$ cat src/rtl/seg_defs_pkg.sv
// Shared definitions for the 7-segment scan driver: digit count, anode idle
// pattern, FSM state encoding and the phase counter width helper.
package seg_defs;

  localparam int NUM_DIGITS = 4;
  localparam int DIGIT_W = 2;
  localparam logic [3:0] AN_OFF = 4'b1111;

  typedef enum logic {
    ST_BLANK = 1'b0,
    ST_DRIVE = 1'b1
  } state_t;

  // Counter must hold N-1 for the longer phase; never narrower than one bit.
  function automatic int cnt_width(input int a, input int b);
    int m;
    m = (a > b) ? a : b;
    return (m > 1) ? $clog2(m) : 1;
  endfunction

endpackage

$ cat src/rtl/seg_phase_timer.sv
// Phase length timer: counts cycles within a BLANK or DRIVE phase and flags
// the last cycle so the FSM can advance; load restarts the count at zero.
module seg_phase_timer #(
  parameter int CNT_W = 16
) (
  input  logic             clk,
  input  logic             reset_n,
  input  logic             load,
  input  logic [CNT_W-1:0] len,
  output logic             done
);

  logic [CNT_W-1:0] count_reg;

  always_ff @(posedge clk) begin
    if (!reset_n) begin
      count_reg <= '0;
    end else if (load) begin
      count_reg <= '0;
    end else begin
      count_reg <= count_reg + CNT_W'(1);
    end
  end

  // len is the last index of the phase (N-1), so done lands on its final cycle.
  assign done = (count_reg == len);

endmodule

$ cat src/rtl/seg_scan_driver.sv
// Time-multiplexed 4-digit common-anode 7-segment scanner with blanking dead
// time and a frame-atomic message/enable double buffer.
module seg_scan_driver
  import seg_defs::*;
#(
  parameter int DRIVE_CYCLES = 50000,
  parameter int BLANK_CYCLES = 500
) (
  input  logic        clk,
  input  logic        reset_n,
  input  logic [15:0] msg_in,
  input  logic        msg_wr,
  input  logic [3:0]  en_in,
  output logic [3:0]  char,
  output logic [3:0]  an,
  output logic        frame_tick
);

  localparam int CNT_W = cnt_width(DRIVE_CYCLES, BLANK_CYCLES);
  localparam logic [CNT_W-1:0] DRIVE_LAST = CNT_W'(DRIVE_CYCLES - 1);
  localparam logic [CNT_W-1:0] BLANK_LAST = CNT_W'(BLANK_CYCLES - 1);

  state_t               state_reg, state_next;
  logic [DIGIT_W-1:0]   digit_reg, digit_next;
  logic                 phase_done;
  logic [CNT_W-1:0]     phase_len;
  logic                 boundary;

  logic [15:0]          pend_msg_reg, act_msg_reg;
  logic [3:0]           pend_en_reg, act_en_reg;
  logic [3:0]           char_reg, an_reg;
  logic                 frame_tick_reg;

  logic [3:0]           nib [NUM_DIGITS];
  logic [3:0]           an_drive;

  assign phase_len = (state_reg == ST_DRIVE) ? DRIVE_LAST : BLANK_LAST;

  seg_phase_timer #(
    .CNT_W (CNT_W)
  ) u_timer (
    .clk     (clk),
    .reset_n (reset_n),
    .load    (phase_done),
    .len     (phase_len),
    .done    (phase_done)
  );

  always_ff @(posedge clk) begin
    if (!reset_n) begin
      state_reg <= ST_BLANK;
      digit_reg <= '0;
    end else begin
      state_reg <= state_next;
      digit_reg <= digit_next;
    end
  end

  always_comb begin
    state_next = state_reg;
    digit_next = digit_reg;
    if (phase_done) begin
      if (state_reg == ST_BLANK) begin
        state_next = ST_DRIVE;
      end else begin
        state_next = ST_BLANK;
        digit_next = digit_reg + DIGIT_W'(1);
      end
    end
  end

  // The edge leaving DRIVE of the last digit starts a new frame.
  assign boundary = phase_done && (state_reg == ST_DRIVE) &&
                    (digit_reg == DIGIT_W'(NUM_DIGITS - 1));

  always_ff @(posedge clk) begin
    if (!reset_n) begin
      pend_msg_reg   <= 16'h0000;
      pend_en_reg    <= AN_OFF;
      act_msg_reg    <= 16'h0000;
      act_en_reg     <= AN_OFF;
      frame_tick_reg <= 1'b0;
    end else begin
      if (msg_wr) begin
        pend_msg_reg <= msg_in;
        pend_en_reg  <= en_in;
      end
      // A write landing on the boundary edge bypasses pending straight to active.
      if (boundary) begin
        act_msg_reg <= msg_wr ? msg_in : pend_msg_reg;
        act_en_reg  <= msg_wr ? en_in  : pend_en_reg;
      end
      frame_tick_reg <= boundary;
    end
  end

  for (genvar gi = 0; gi < NUM_DIGITS; gi++) begin : g_digit
    assign nib[gi]      = act_msg_reg[4*gi +: 4];
    assign an_drive[gi] = ~((state_reg == ST_DRIVE) &&
                            (digit_reg == DIGIT_W'(gi)) &&
                            act_en_reg[gi]);
  end

  always_ff @(posedge clk) begin
    if (!reset_n) begin
      char_reg <= 4'h0;
      an_reg   <= AN_OFF;
    end else begin
      char_reg <= nib[digit_reg];
      an_reg   <= an_drive;
    end
  end

  assign char       = char_reg;
  assign an         = an_reg;
  assign frame_tick = frame_tick_reg;

endmodule

$ cat config.mk
export PLATFORM = sky130hd
export DESIGN_NAME = seg_scan_driver
export DESIGN_NICKNAME = d
export VERILOG_FILES = /design/src/rtl/seg_defs_pkg.sv /design/src/rtl/seg_phase_timer.sv /design/src/rtl/seg_scan_driver.sv
export SDC_FILE = /design/constraint.sdc
export NUM_CORES = 1
export LEC_CHECK = 0
export ABC_CLOCK_PERIOD_IN_PS = 3600
export CORE_MARGIN = 1.5
export CORE_UTILIZATION = 35
export CTS_CLUSTER_DIAMETER = 30
export DETAILED_ROUTE_END_ITERATION = 12
export HOLD_SLACK_MARGIN = 0.06
export SLEW_MARGIN = 20
export SYNTH_ARGS = -nofsm -noshare
export SYNTH_HDL_FRONTEND = slang
export SYNTH_HIERARCHICAL = 1
export SYNTH_SLANG_ARGS = --single-unit
export TNS_END_PERCENT = 50
$ cat constraint.sdc
create_clock -name clk -period 3.6 [get_ports clk]
set_clock_uncertainty 0.05 [all_clocks]
set_input_delay 0.72 -clock clk [delete_from_list [all_inputs] [get_ports clk]]
set_output_delay 0.72 -clock clk [all_outputs]
set_load 0.05 [all_outputs]
**Run 1: met1 routing**

Bar = 20 um. Supply wires on this layer in gray. Cells faint in the background.
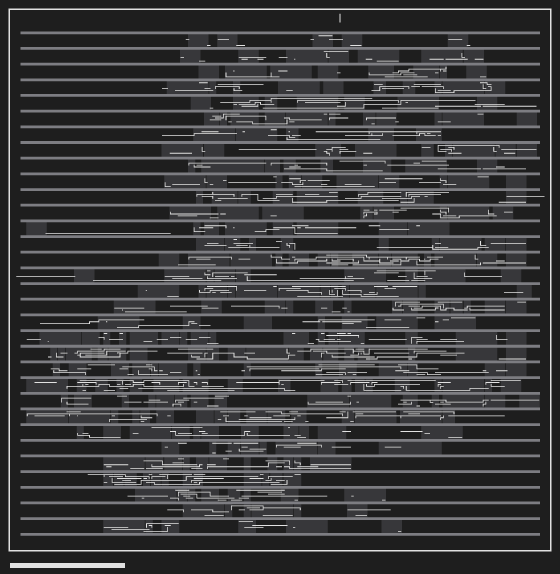
- main direction: horizontal
- longest straight run: 26.7 um
- nets with wire on the layer: 321
- share of all routed wire: 50%

**Run 1: M2 wires**

Bar = 20 um. Cells faint in the background.
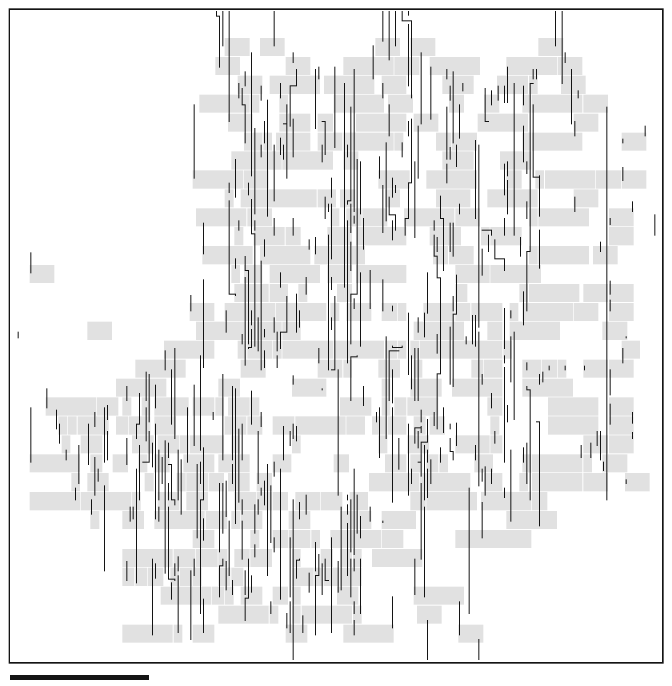
- share of all routed wire: 43%
- nets with wire on the layer: 264

**Run 1: layout detail**

Bar = 10 um. Window x 27 to 67, y 8 to 48 um. Cells in gray, sequential cells in the stronger gray; small squares are vias.
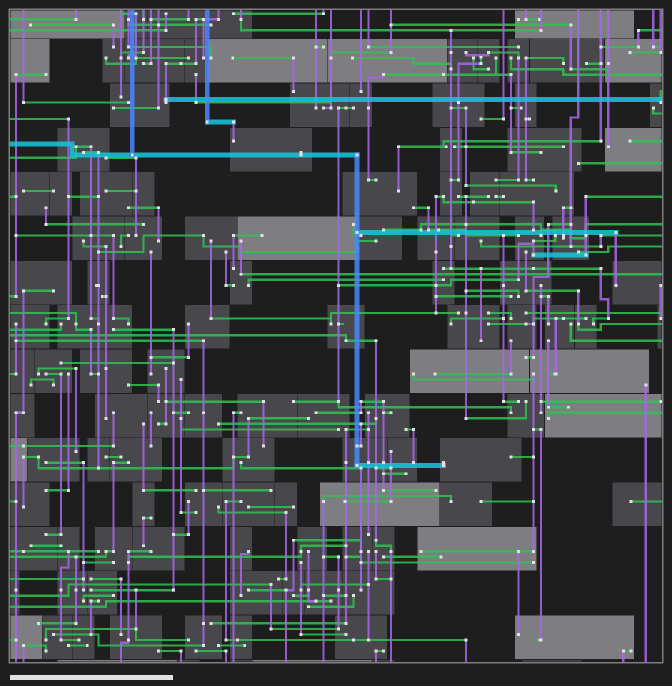
- blue: metal 4
- cyan: metal 3
- purple: metal 2
- green: metal 1
- cells with their middle in the window: 103
- most frequent: xnor2_1 (20), dfxtp_1 (11)
- sequential cells in the window: 11
- netlist names of flops here include: `act_en_reg` (2), `digit_reg` (2), `u_timer/count_reg` (2)

**Run 1: routing congestion**

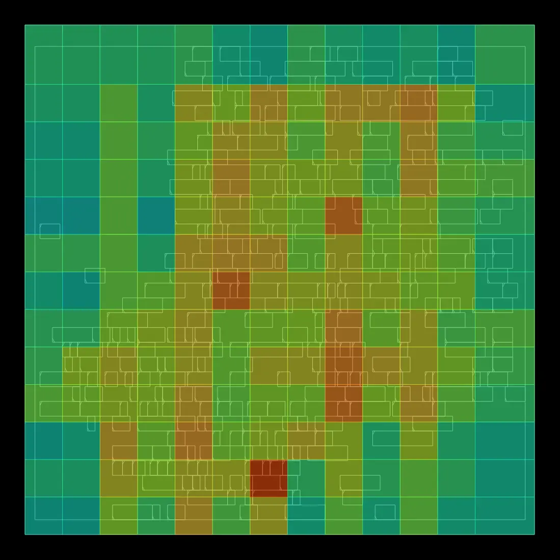
met1 Track Usage GR: 0.189
GR Util All Layers: 0.137

==> impl_metrics.yaml, run 1 <==
# flow metrics
status:
  outcome: "completed"
setup_path:
  critPathBufInv: 4
  worstPathMaxFanout: 34
  path_cells: "buf_4 -> inv_1 -> xnor2_1 -> nand4_1 -> nor4_1 -> buf_4 -> and3_1 -> buf_4 -> nor2_1 -> a211oi_1"
  setup.worst_path.start: "state_reg$_SDFFE_PN0P_"
  max_stage_delay_ps: 400
  worstPathRequired_ps: 3800
  reg2reg_to: "act_msg_reg[3]$_SDFFE_PN0P_"
  r2r.worst_path.cells: 10
  crit_slowest_cell: "buf_4"
  r2r-start: "state_reg$_SDFFE_PN0P_"
  crit_family: "buffers and inverters"
  r2r_slack_ps: 1190
sta:
  rsz0062_at_grt: "false"
  whs_ps: 371
  setup_viol_count_final: 0
  setup_slack_ps: 1190
  drv_slew: 0
  tns_ps: 0
  finalCriticalPeriod_ps: 2410
  relSlewSlack: 0.520
  tightest_slew_ps: 719
logic_synthesis:
  synth_seq_share: 0.473
  ff_type: "dfxtp_1"
  syn_inst: 289
  top_area_cell: "dfxtp_1"
  yosys_warnings: 6
  top_area_frac: 0.473
  area_leaders: "dfxtp_1 47%, mux2i_1 9.0%, xnor2_1 8.2%"
  synthArstFlopShare: 0
  ys_cells: 289
  edf_count: 0
  numSynthFlops: 68
power:
  powerDensity_nw_per_um2: 449
  ir_drop_mv: 0.224
  p_clk_frac: 0.448
  p_int_mw: 1.21
  comb_power_share: 0.056
  p_seq_frac: 0.496
  p_leak_nw: 1.23
  p_sw_mw: 0.357
  finalPower_mw: 1.56
cells_and_area:
  final_layout_size_suffix_gt1_frac: 0.134
  utilization: 0.443
  fin_nets: 352
  nFillCells: 786
  area_growth_pct: 20.8
  antenna_cells: 0
clocking:
  cts_max_level: 3
  clock-sinks: 68
  cts_made_buffers: 9
  insertion_delay_ps: 340
  root_buffer: "clkbuf_8"
  cts-resized-gates: 0
placed_design:
  gp_congestion: 0.761
  place_ws_ps: 1000
  io_buffers: 31
  dp_hpwl_um: 3480
drt:
  initialDrtViolationCount: 72
  dr.pass1.iters: 5
  num_vias: 1987
  wl_per_cell_um: 12.2
job:
  tool_warnings: 29
  maxCapViolations: 0
floorplan:
  fp_util: 0.367
  ios: 32
  row_count: 32
global_route:
  overflow: 0
  first_global_vias: 1971
  grt_pass1_wl_um: 9250
min_path:
  whs_path_depth: 1
  hp-start: "act_en_reg[1]$_SDFFE_PN1P_"
## run 1: cell usage in the layout, fill, tap and decap left out, types with 2 or more instances in the layout
cell type	instances
clkdlybuf4s50_1	31
a211oi_1	4
mux2i_1	26
o22ai_1	4
nor2_1	41
dfxtp_1	68
o21ai_0	3
a21oi_1	5
nor2b_1	2
inv_1	7
nor3_1	4
nand3b_1	2
buf_4	4
nand4_2	2
nand3_1	7
clkbuf_8	9
nand4_1	11
inv_6	2
ha_1	5
a311oi_1	2
nor3b_1	2
conb_1	8
nor4_1	3
bufinv_16	2
a211oi_2	11
nand2_1	12
nor2_2	10
xnor2_1	27
xor2_1	3
## run 1: final cells by class
class                           instances  area, um2  share of cell area
Multi-Input combinational cell        202       1400               0.401
Tap cell                              102        128              0.0367
Clock inverter                          7       98.8              0.0284
Sequential cell                        68       1360               0.391
Clock buffer                            9        124              0.0356
Inverter                                8       30.0             0.00863
Timing Repair Buffer                   35        340              0.0978
## run 1: worst reg2reg max path: cells and delay by family (launching register included)
family	cells	cell delay (ps)
AOI/OAI and AO/OA	1	210
DFF	1	310
buffers and inverters	4	960
and+or+nand+nor	4	640
xor gates and xnor gates	1	160
## run 1: stage by stage
step,instances,cell area (um2)
after floorplan,295,2900
after global placement,415,3260
after detailed placement,415,3260
after CTS,431,3480
after global routing,431,3480
final,431,3480
## run 1: cell families (layout without fill, tap and decap cells)
group / after synthesis / after routing / share of synthesized area
simple gates: 102 / 102 / 0.178
flops: 68 / 68 / 0.473
compound gates: 31 / 31 / 0.0930
xor+xnor: 30 / 30 / 0.0912
mux: 26 / 26 / 0.0904
buf+inv: 25 / 59 / 0.0504
fa+ha+maj: 5 / 5 / 0.0217
other cells: 2 / 8 / 0.00261
## run 1: layer usage
layer | wire length (um) | global-route usage | share of wire | vias up
met3 | 286 | 0.0421 | 0.054 | 7
met5 | 0 | 0 | 0 | -
met4 | 77 | 0.0634 | 0.015 | 0
li1 | - | - | - | 1051
met1 | 2640 | 0.189 | 0.50 | 897
met2 | 2260 | 0.194 | 0.43 | 32
## run 1: power groups by stage
stage               clock (mW)  combinational, mW  sequential (mW)
floorplan                    0             0.0550            0.790
finish                   0.700             0.0869            0.776
CTS                      0.720             0.0882            0.776
global placement             0             0.0871            0.793
global route             0.756             0.0983            0.778
detailed placement           0             0.0876            0.793
## run 1: worst max-delay path by stage
| stage | slack (ps) | endpoint | cells past startpoint |
|---|---|---|---|
| 2_1_floorplan | 1160 | act_msg_reg[14]$_SDFFE_PN0P_ | 11 |
| 3_3_place_gp | 1080 | act_en_reg[0]$_SDFFE_PN1P_ | 4 |
| 3_5_place_dp | 1000 | act_en_reg[3]$_SDFFE_PN1P_ | 4 |
| 4_1_cts | 1160 | act_msg_reg[3]$_SDFFE_PN0P_ | 10 |
| 5_1_grt | 860 | act_msg_reg[3]$_SDFFE_PN0P_ | 10 |
| 6_report | 1190 | act_msg_reg[3]$_SDFFE_PN0P_ | 10 |
==> run 1 -> run 2 <==
ABC_CLOCK_PERIOD_IN_PS = 2500   (was 3600)
clock period = 2.5 ns   (was 3.6 ns; I/O delays follow)
==> impl_metrics.yaml, run 2 <==
# flow metrics
job:
  tool_warnings: 29
  maxCapViolations: 0
placed_design:
  dpl-instance-area_um2: 3300
  dp_hpwl_um: 3620
  place_ws_ps: 379
  io_buffers: 31
  gp_congestion: 0.777
global_route:
  grtUsageTotal: 0.129
  first_global_vias: 1910
  overflow: 0
  grt_pass1_wl_um: 8690
logic_synthesis:
  synth_seq_share: 0.473
  top_area_cell: "dfxtp_1"
  top_area_frac: 0.473
  syn_inst: 289
  yosys_warnings: 6
  synthArstFlopShare: 0
  area_leaders: "dfxtp_1 47%, mux2i_1 9.0%, xnor2_1 8.2%"
  ys_cells: 289
  numSynthFlops: 68
  ff_type: "dfxtp_1"
  edf_count: 0
power:
  p_leak_nw: 1.23
  powerDensity_nw_per_um2: 584
  ir_drop_mv: 0.223
setup_path:
  critPathBufInv: 2
  r2r_slack_ps: 410
  worstPathRequired_ps: 2690
  max_stage_delay_ps: 400
  worstPathMaxFanout: 34
  path_cells: "buf_4 -> xnor2_1 -> nand4_1 -> nor4_1 -> and3_1 -> buf_12 -> nor2_1 -> a211oi_1"
  crit_slowest_cell: "dfxtp_1"
  crit_family: "simple AND/OR/NAND/NOR gates"
  setup.worst_path.start: "state_reg$_SDFFE_PN0P_"
  r2r-start: "state_reg$_SDFFE_PN0P_"
drt:
  num_vias: 2012
  antenna_left: 0
  initialDrtViolationCount: 55
  wl_per_cell_um: 11.9
  dr.pass1.iters: 4
cells_and_area:
  final_layout_top_logic_cell: "dfxtp_1"
  fin_area_um2: 3470
  final_layout_size_suffix_gt1_frac: 0.136
  antenna_cells: 0
  fin_nets: 356
  area_growth_pct: 20.4
  most-common-layout-cells: "68 x dfxtp_1, 41 x nor2_1, 31 x clkdlybuf4s50_1, 27 x xnor2_1, 26 x mux2i_1"
clocking:
  cts-resized-gates: 0
  clockBufferDepth: 2
  cts_made_buffers: 9
  root_buffer: "clkbuf_8"
  clock-sinks: 68
  cts_max_level: 3
  insertion_delay_ps: 330
sta:
  setup_viol_count_final: 0
  finalCriticalPeriod_ps: 2090
  drv_slew: 0
  tightest_slew_ps: 499
  tns_ps: 0
  setup_slack_ps: 414
  relSlewSlack: 0.667
  rsz0062_at_grt: "false"
floorplan:
  row_count: 32
  fp_util: 0.367
  ios: 32
min_path:
  hp-start: "act_en_reg[3]$_SDFFE_PN1P_"
status:
  outcome: "completed"
[run 2: cell counts after synthesis]
Identical to the previous run, type by type.
[run 2: kinds of logic (layout without fill, tap and decap cells)]
| kind of cell | Yosys count | count (layout) | share of synthesized area |
|---|---|---|---|
| adder cells (fa/ha/maj) | 5 | 5 | 0.0217 |
| AND-OR/OR-AND | 31 | 31 | 0.0930 |
| multiplexers | 26 | 26 | 0.0904 |
| XOR/XNOR | 30 | 30 | 0.0912 |
| AND/OR/NAND/NOR | 102 | 102 | 0.178 |
| other | 2 | 8 | 0.00261 |
| flip-flops | 68 | 68 | 0.473 |
| buffers and inverters | 25 | 62 | 0.0504 |
[run 2: power by group]
group	internal, mW	total [mW]	switching [mW]
Sequential	1.11	1.12	0.0120
Clock	0.406	0.778	0.371
Combinational	0.0660	0.129	0.0632
[run 2: stage by stage]
stage / hold slack, ps / utilization / cells / total power, mW
global route: 410 / 0.442 / 434 / 2.11
finish: 369 / 0.442 / 434 / 2.03
floorplan: 320 / - / 295 / 1.22
global placement: 370 / 0.420 / 419 / 1.27
detailed placement: 359 / 0.420 / 419 / 1.27
CTS: 378 / 0.442 / 434 / 2.06
[run 2: final cells by class]
type	instances	area, um2
Inverter	8	30.0
Fill cell	791	4380
Multi-Input combinational cell	202	1400
Tap cell	102	128
Clock buffer	13	159
Sequential cell	68	1360
Timing Repair Buffer	39	383
Clock inverter	2	10.0
[run 2: worst register-to-register path, stage by stage (launching register included)]
cell and delay [ps]:
dfxtp_1 400, buf_4 230, xnor2_1 140, nand4_1 100, nor4_1 330, and3_1 270
buf_12 220, nor2_1 80, a211oi_1 190
[run 2: final timing paths]
| path | endpoint | depth (start not counted) |
|---|---|---|
| max | act_msg_reg[2]$_SDFFE_PN0P_ | 8 |
| min | an[3]$_SDFF_PN1_ | 1 |
| max reg2reg | act_msg_reg[2]$_SDFFE_PN0P_ | 8 |
| min reg2reg | an[3]$_SDFF_PN1_ | 1 |
[run 2: metal layers]
| metal | global-route usage | vias to the layer above | routed length [um] |
|---|---|---|---|
| met1 | 0.174 | 910 | 2620 |
| met2 | 0.185 | 31 | 2240 |
| met5 | 0 | - | 0 |
| li1 | - | 1062 | - |
| met3 | 0.0307 | 9 | 203 |
| met4 | 0.0784 | 0 | 112 |
**Run 2: layout detail**

Bar = 10 um. Window x 27 to 67, y 8 to 48 um. Cells in gray, sequential cells in the stronger gray; small squares are vias.
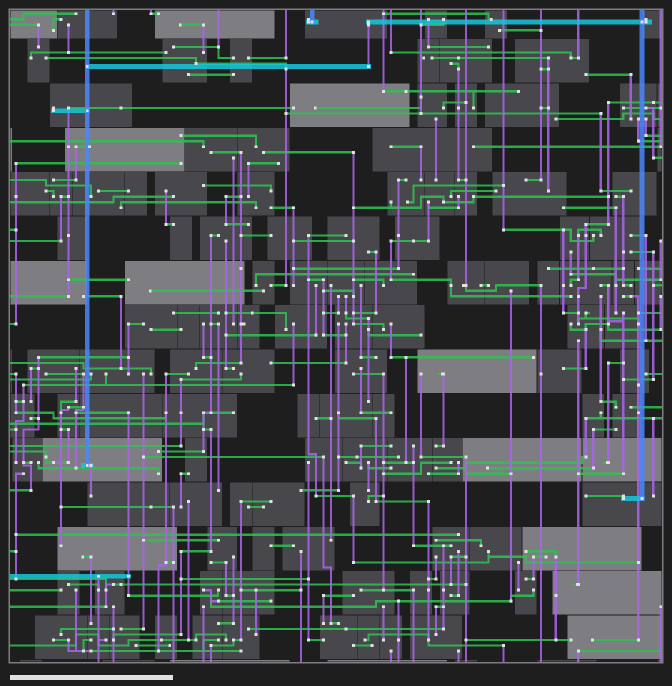
- green: metal 1
- purple: metal 2
- cyan: metal 3
- blue: metal 4
- netlist names of flops here include: `u_timer/count_reg` (6), `act_en_reg` (2)
- most frequent: xnor2_1 (23), dfxtp_1 (13), nor2_1 (11)
- cells with their middle in the window: 120
- sequential cells in the window: 13

==> run 2 -> run 3 <==
ABC_CLOCK_PERIOD_IN_PS = 1900   (was 2500)
clock period = 1.9 ns   (was 2.5 ns; I/O delays follow)
==> impl_metrics.yaml, run 3 <==
# flow metrics
cells_and_area:
  post_layout_nonfiller_instances: 457
  nFillCells: 773
  final_layout_size_suffix_gt1_frac: 0.248
  antenna_cells: 0
  most-common-layout-cells: "67 x dfxtp_1, 39 x nor2_1, 26 x mux2i_1, 23 x clkdlybuf4s50_1, 23 x buf_4"
  final_layout_top_logic_cell: "dfxtp_1"
  fin_nets: 378
logic_synthesis:
  numSynthFlops: 68
  yosys_warnings: 6
  edf_count: 0
  ys_cells: 289
  top_area_frac: 0.473
  syn_inst: 289
  top_area_cell: "dfxtp_1"
  ff_type: "dfxtp_1"
  area_leaders: "dfxtp_1 47%, mux2i_1 9.0%, xnor2_1 8.2%"
  synthArstFlopShare: 0
power:
  powerDensity_nw_per_um2: 749
  finalPower_mw: 2.89
  p_leak_nw: 1.49
  ir_drop_mv: 0.384
clocking:
  cts_made_buffers: 9
  cts_max_level: 3
  clockBufferDepth: 2
  root_buffer: "clkbuf_8"
  insertion_delay_ps: 340
sta:
  rsz0062_at_grt: "true"
  whs_ps: 356
  setup_viol_count_final: 0
  drv_slew: 0
  tightest_slew_ps: 509
  finalCriticalPeriod_ps: 1860
  relSlewSlack: 0.660
job:
  tool_warnings: 31
  maxCapViolations: 0
global_route:
  grtUsageTotal: 0.139
  grt_pass1_wl_um: 9360
  overflow: 0
  first_global_vias: 2113
placed_design:
  dpl.cell_count: 431
  io_buffers: 31
  gp_congestion: 0.816
  dp_hpwl_um: 3990
drt:
  antenna_left: 0
  wl_per_cell_um: 12.5
  num_vias: 2129
  initialDrtViolationCount: 102
  dr.pass1.iters: 4
floorplan:
  row_count: 32
  fp_util: 0.367
setup_path:
  max_stage_delay_ps: 790
  worstPathRequired_ps: 1470
  worstPathMaxFanout: 1
  path_cells: "clkdlybuf4s50_1"
  crit_slowest_cell: "clkdlybuf4s50_1"
  critPathBufInv: 1
status:
  outcome: "completed"
==> run 3: cell types whose count changed in the layout (fill, tap and decap cells not counted), sizes merged <==
cell / before / now
bufinv: 0 / 1
buf: 8 / 31
dlygate4sd2: 0 / 1
clkinvlp: 0 / 2
inv: 8 / 10
clkdlybuf4s50: 31 / 23
clkbuf: 13 / 11
clkinv: 2 / 1
dlymetal6s2s: 0 / 5
==> run 3: layout make-up <==
class | count | area [um2] | area share
clock inverter | 6 | 71.3 | 0.0185
timing repair buffer | 61 | 623 | 0.162
multi-input combinational | 202 | 1490 | 0.388
clock buffer | 10 | 138 | 0.0357
sequential | 68 | 1370 | 0.354
tap | 102 | 128 | 0.0331
inverter | 8 | 32.5 | 0.00845
==> run 3: worst reg2reg max path, cell delays in order, from the launching register on <==
cell	delay, ps
dfxtp_4	360
buf_8	140
xnor2_4	140
nand4_1	100
nor4_2	310
and3_4	330
clkbuf_16	190
nor2_2	40
a211oi_2	120
==> run 3: path summary, 6_finish.rpt <==
path / start / end / slack [ps] / cells after the start
worst max-delay path: an[1]$_SDFF_PN1_ / an[1] / 40 / 1
worst min-delay path: act_en_reg[3]$_SDFFE_PN1P_ / an[3]$_SDFF_PN1_ / 360 / 1
worst max register to register: state_reg$_SDFFE_PN0P_ / act_msg_reg[10]$_SDFFE_PN0P_ / 50 / 8
worst min register to register: act_en_reg[3]$_SDFFE_PN1P_ / an[3]$_SDFF_PN1_ / 360 / 1
==> run 3: logic make-up (layout without fill, tap and decap cells) <==
| group | Yosys count | after routing | share of synthesized area |
|---|---|---|---|
| and+or+nand+nor | 102 | 102 | 0.178 |
| DFF | 68 | 68 | 0.473 |
| AOI/OAI and AO/OA | 31 | 31 | 0.0930 |
| xor gates and xnor gates | 30 | 30 | 0.0912 |
| muxes | 26 | 26 | 0.0904 |
| buffers and inverters | 25 | 85 | 0.0504 |
| adders and majority gates | 5 | 5 | 0.0217 |
| other | 2 | 8 | 0.00261 |
==> run 3: metal layers <==
metal	GRT usage	up-vias	routed length, um
met1	0.164	980	2670
met2	0.232	41	2720
li1	-	1103	-
met5	0	-	0
met3	0.0461	5	273
met4	0.0547	0	64
==> run 3: per-stage QoR <==
step | TNS, ps | area (um2)
after global routing | -943 | 3850
final | 0 | 3850
after global placement | 0 | 3430
after detailed placement | -54.1 | 3430
after CTS | 0 | 3710
after floorplan | -1580 | 2940
==> run 3: power breakdown <==
part | switching [mW] | internal, mW
combinational | 0.0958 | 0.101
clock | 0.572 | 0.653
sequential | 0.00987 | 1.45
total | 0.678 | 2.21
==> run 3: repair_timing <==
| action | 4_1_cts | 5_1_grt |
|---|---|---|
| endpoints found under the hold margin | 0 | 0 |
| endpoints found under the setup margin | 11 | 43 |
| setup buffers | 6 | 3 |
| resized | 8 | 23 |
| cloned | 0 | 1 |
| pin swaps | 3 | 11 |
**Run 3: sizing map**

Bar = 20 um.
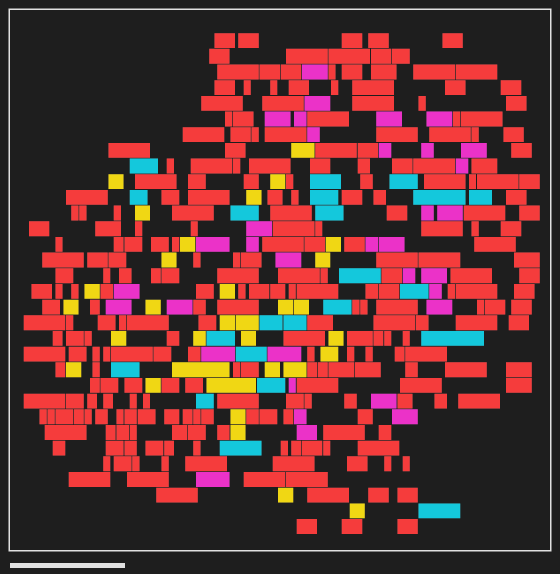
- red: _0 and _1 cells (cells 267)
- cyan: _6 and larger (cells 22)
- magenta: _2 cells (cells 34)
- yellow: _3 and _4 cells (cells 32)
Non-clk bufs: 61
setup ws final: 40.1 ps

Power is estimated from default activity; no workload was simulated.
